Figure 1. Sequential cells colored by netlist name.
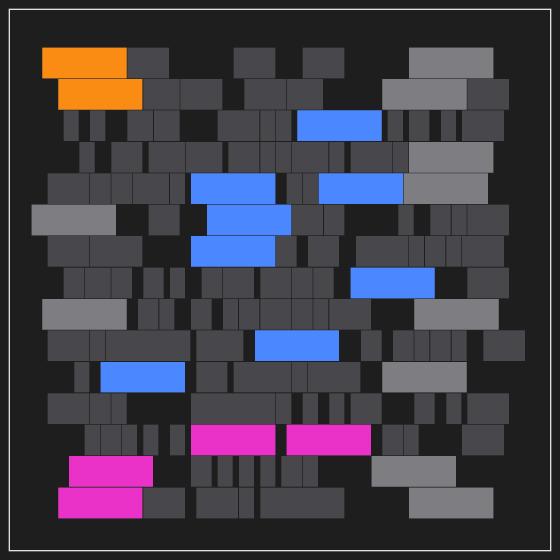
Figure 2. I/O nets highlighted.
Scale bar: 10 microns.
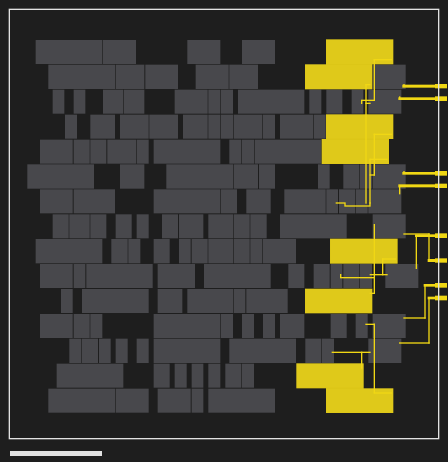
Figure 3. Clock network drawn from the DEF.
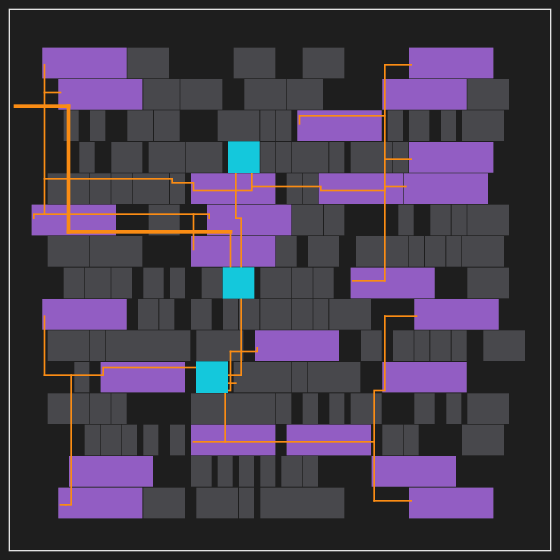
Figure 4. Routing congestion.
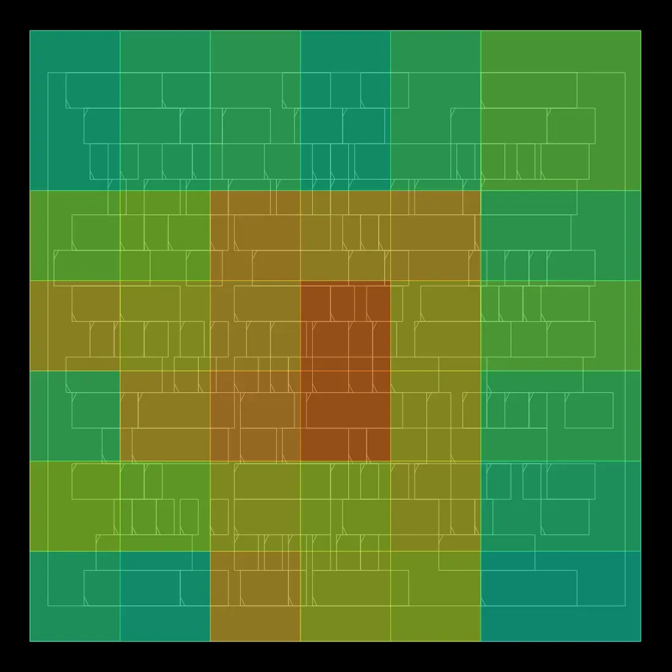
Figure 5. Met1 routing.
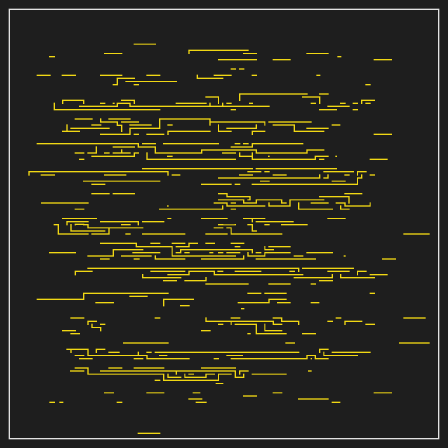
==> config.mk <==
export PLATFORM = sky130hd
export DESIGN_NAME = mul4_seq_ctrl
export DESIGN_NICKNAME = d
export VERILOG_FILES = /design/src/rtl/mul4_pkg.sv /design/src/rtl/adder4.sv /design/src/rtl/fulladder.sv /design/src/rtl/mul4_seq_ctrl.sv
export SDC_FILE = /design/constraint.sdc
export NUM_CORES = 1
export LEC_CHECK = 0
export CORE_UTILIZATION = 53
export DETAILED_ROUTE_END_ITERATION = 6
export PLACE_DENSITY = 0.82
export SKIP_LAST_GASP = 1
export SYNTH_ARGS = -nofsm -noshare
export SYNTH_HDL_FRONTEND = slang
export SYNTH_SLANG_ARGS = --single-unit
==> constraint.sdc <==
create_clock -name clk -period 4.32 [get_ports clk]
set_input_delay 0.432 -clock clk [delete_from_list [all_inputs] [get_ports clk]]
set_output_delay 0.432 -clock clk [all_outputs]
set_load 0.1 [all_outputs]
==> summary.json <==
{
  "cts": {
    "number_of_clock_buffers_inserted_by_tritoncts": 3,
    "clock-sinks": 24,
    "clock_tree_from_tritoncts": "built",
    "h-tree-depth": 1,
    "cts-root-to-sink-buffers": 2,
    "cts_hold_buf": 0,
    "cts.clk_slew.worst_paths_ns": 0.13,
    "cts-root-buf": "clkbuf_4",
    "post_cts_resized": 0
  },
  "placement": {
    "detailed_place.area_sq_um": 1252,
    "place.detailed.hpwl_mm": 1.449,
    "gp_routability_congestion": 0.7854
  },
  "worst_setup_path": {
    "data_arrival_at_the_endpoint_of_the_critical_path_ns": 2.31,
    "cp_slowest_stage_delay_ns": 1.15,
    "worst-r2r-cell-count": 9,
    "critical_path_peak_fanout": 15,
    "critical_path_buf_inv_count": 2,
    "critPathSlowestCell": "clkdlybuf4s50_1",
    "critical_path_cell_by_cell": "nand2b_2 -> inv_2 -> clkdlybuf4s50_1",
    "critPathTopFamily": "buffers and inverters",
    "element_type_at_the_critical_path_end": "primary output",
    "register_to_register_setup_slack_ns": 1.94,
    "critical_path_cell_count": 3,
    "start_kind": "flip-flop",
    "required_ns": 3.89,
    "worst-setup-path-type": "reg2out"
  },
  "synth": {
    "postSynthNetCount": 140,
    "yosys.cell_types.count": 25,
    "ys.flop_type": "dfxtp_1",
    "synthesized_area_per_cell_sq_um": 8.557,
    "yosys_area_sq_um": 1061,
    "most_common_cell": "nand2_1",
    "netlist.top_cell.by_area": "dfxtp_1",
    "ys.flops": 24,
    "synthTopCellsByCount": "nand2_1 (27), dfxtp_1 (24), a21oi_1 (17)",
    "synthCells": 124,
    "top_cell_area_share_pct": 45.28,
    "ys_cells": 124,
    "warnings_from_yosys": 0,
    "ys_seq_share_pct": 45.28,
    "count_of_library_flops_with_an_enable_pin": 0
  },
  "run": {
    "openroad.warnings": 26,
    "drv.max_cap_violation_count": 0
  },
  "layout": {
    "final_cell_area_sq_um": 1289,
    "area.growth.synth_to_final_pct": 21.46,
    "antenna_cells_inserted": 0,
    "final_layout_size_suffix_gt1_share_pct": 6.383,
    "finalNetCount": 158
  },
  "timing": {
    "worst_pin_slew_ns": 0.9653,
    "slew_violations": 0,
    "fin_tns_setup_ns": 0,
    "timing.final.crit_share_pct": 63.53,
    "finalHoldViolCount": 0,
    "setup_repair_after_global_routing_missed_its_margin": "false",
    "achievable-frequency_ghz": 0.3644,
    "finalSetupViolations": 0,
    "timing.final.crit_period_ns": 2.744
  },
  "hold_path": {
    "hold_path_cells": 2,
    "worst_hold_path_type": "reg2reg"
  },
  "power_and_ir_drop": {
    "design_power_total_w": 0.0004049,
    "power.leakage_nw": 0.4615,
    "power_density_nw_per_um2": 314.2
  },
  "routing": {
    "drc_errors": 0,
    "drt_iter0_drc": 25,
    "antenna_violating_nets_post_route": 0,
    "post_drt_via_cell_ratio": 5.331,
    "drt-wirelength-per-cell_microns": 12.22,
    "drt_first_pass_iters": 4
  },
  "die": {
    "die_area_sq_um": 2185
  },
  "global_routing": {
    "grt_pass1_wl_mm": 3.470,
    "grt_antenna_before_repair": 0,
    "groute.layer.met2.usage_pct": 36.94,
    "grt_start_max_net_pins": 25,
    "grt_pass1_vias": 808
  },
  "run_status": {
    "outcome": "finished clean"
  }
}
Back to the opening pictures, Figure 1:
Key: blue = `r_acc` [placed flops 8]; magenta = `r_mcand` [placed flops 4]; orange = `r_state` [placed flops 2]
Another 10 sequential cells are not colored.
Flop+latch power: 0.000239 W
register fraction of the total cell area: 37.28%

Back to the opening pictures, Figure 2:
Key: yellow = `p` [bits 8, direction output, end cells 8, buffers 8, wire 116 microns]
I/O pin total: 21
I/O Buffers: 20

Back to the opening pictures, Figure 3:
Key: purple = flip-flops [count 24]; cyan = cells driving clock nets [count 3]; orange = clock wires [length 242 microns]
Position of the flops: spread over the die.
power share of the clock group: 28.1%
Clock group: 0.000114 W
final setup skew: 0.008687 ns
Clk Latency, worst-skew pair: 0.30 ns

Back to the opening pictures, Figure 4:
met3 track demand over resource: 2.308%
All-Layer GR Usage: 22.37%
most congested layer reported by global routing: met2
met1 track utilization from global routing: 31.07%
final design utilization: 71.53%

Back to the opening pictures, Figure 5:
The layer carries 879 microns of wire. 144 nets have wire on it. The layer holds 43% of the routed length. The wires run mostly horizontal.
total number of vias: 885
aggregate routed wire length: 2.029 mm

-- layer usage --
layer	part of all wire, %	vias to the layer above
met5	0	-
met4	0.49	0
met3	4.4	2
met2	52	28
met1	43	407
li1	-	448
-- stage by stage --
step	instances	hold WS, ns	setup slack, ns
global route	166	0.4773	1.471
CTS	166	0.4630	1.586
global placement	162	0.4417	1.967
finish	166	0.4599	1.576
floorplan	124	0.4363	2.111
detailed placement	162	0.4453	1.951
-- layout make-up --
type	count	area (sq um)
inverter	7	26.28
timing repair buffer	20	200.2
tap	25	31.28
sequential	24	480.5
multi-input combinational	86	514.2
fill	155	513.0
clock buffer	4	36.28
-- cell families after synthesis --
kind of cell	count (synthesis)	synth area share [%]
AND-OR/OR-AND	27	15.92
multiplexers	3	2.948
adder cells (fa/ha/maj)	5	8.019
AND/OR/NAND/NOR	51	21.58
buffers and inverters	14	6.250
flip-flops	24	45.28
-- report_power, final --
group	switching, W	internal (W)
Clock	0.0000622	0.0000514
Combinational	0.0000309	0.0000215
Sequential	0.00000883	0.000230
Total	0.000102	0.000303
-- worst register-to-register path, cell delays in order, from the launching register on --
cell,delay (ns)
dfxtp_1,0.38
ha_1,0.15
inv_1,0.05
fa_1,0.37
fa_1,0.38
inv_1,0.07
fa_1,0.40
mux2_2,0.29
nor2_1,0.10
nor3_1,0.06
-- cells in the final DEF (no fill, tap or decap) --
cell type and instances:
nand2_1 27, dfxtp_1 24, clkdlybuf4s50_1 20, a21oi_1 17
nand3_1 8, nor2_1 8, inv_1 6, o211ai_1 4
a311oi_1 3, fa_1 3, clkbuf_4 3, nand2b_2 2
nor2b_1 2, mux2i_1 2, ha_1 2, inv_2 1
and3b_1 1, nand3b_1 1, mux2_2 1, a21o_1 1
nand2b_1 1, o21a_1 1, nor3_1 1, a211oi_2 1
clkbuf_8 1
Power is estimated from default activity; no workload was simulated.
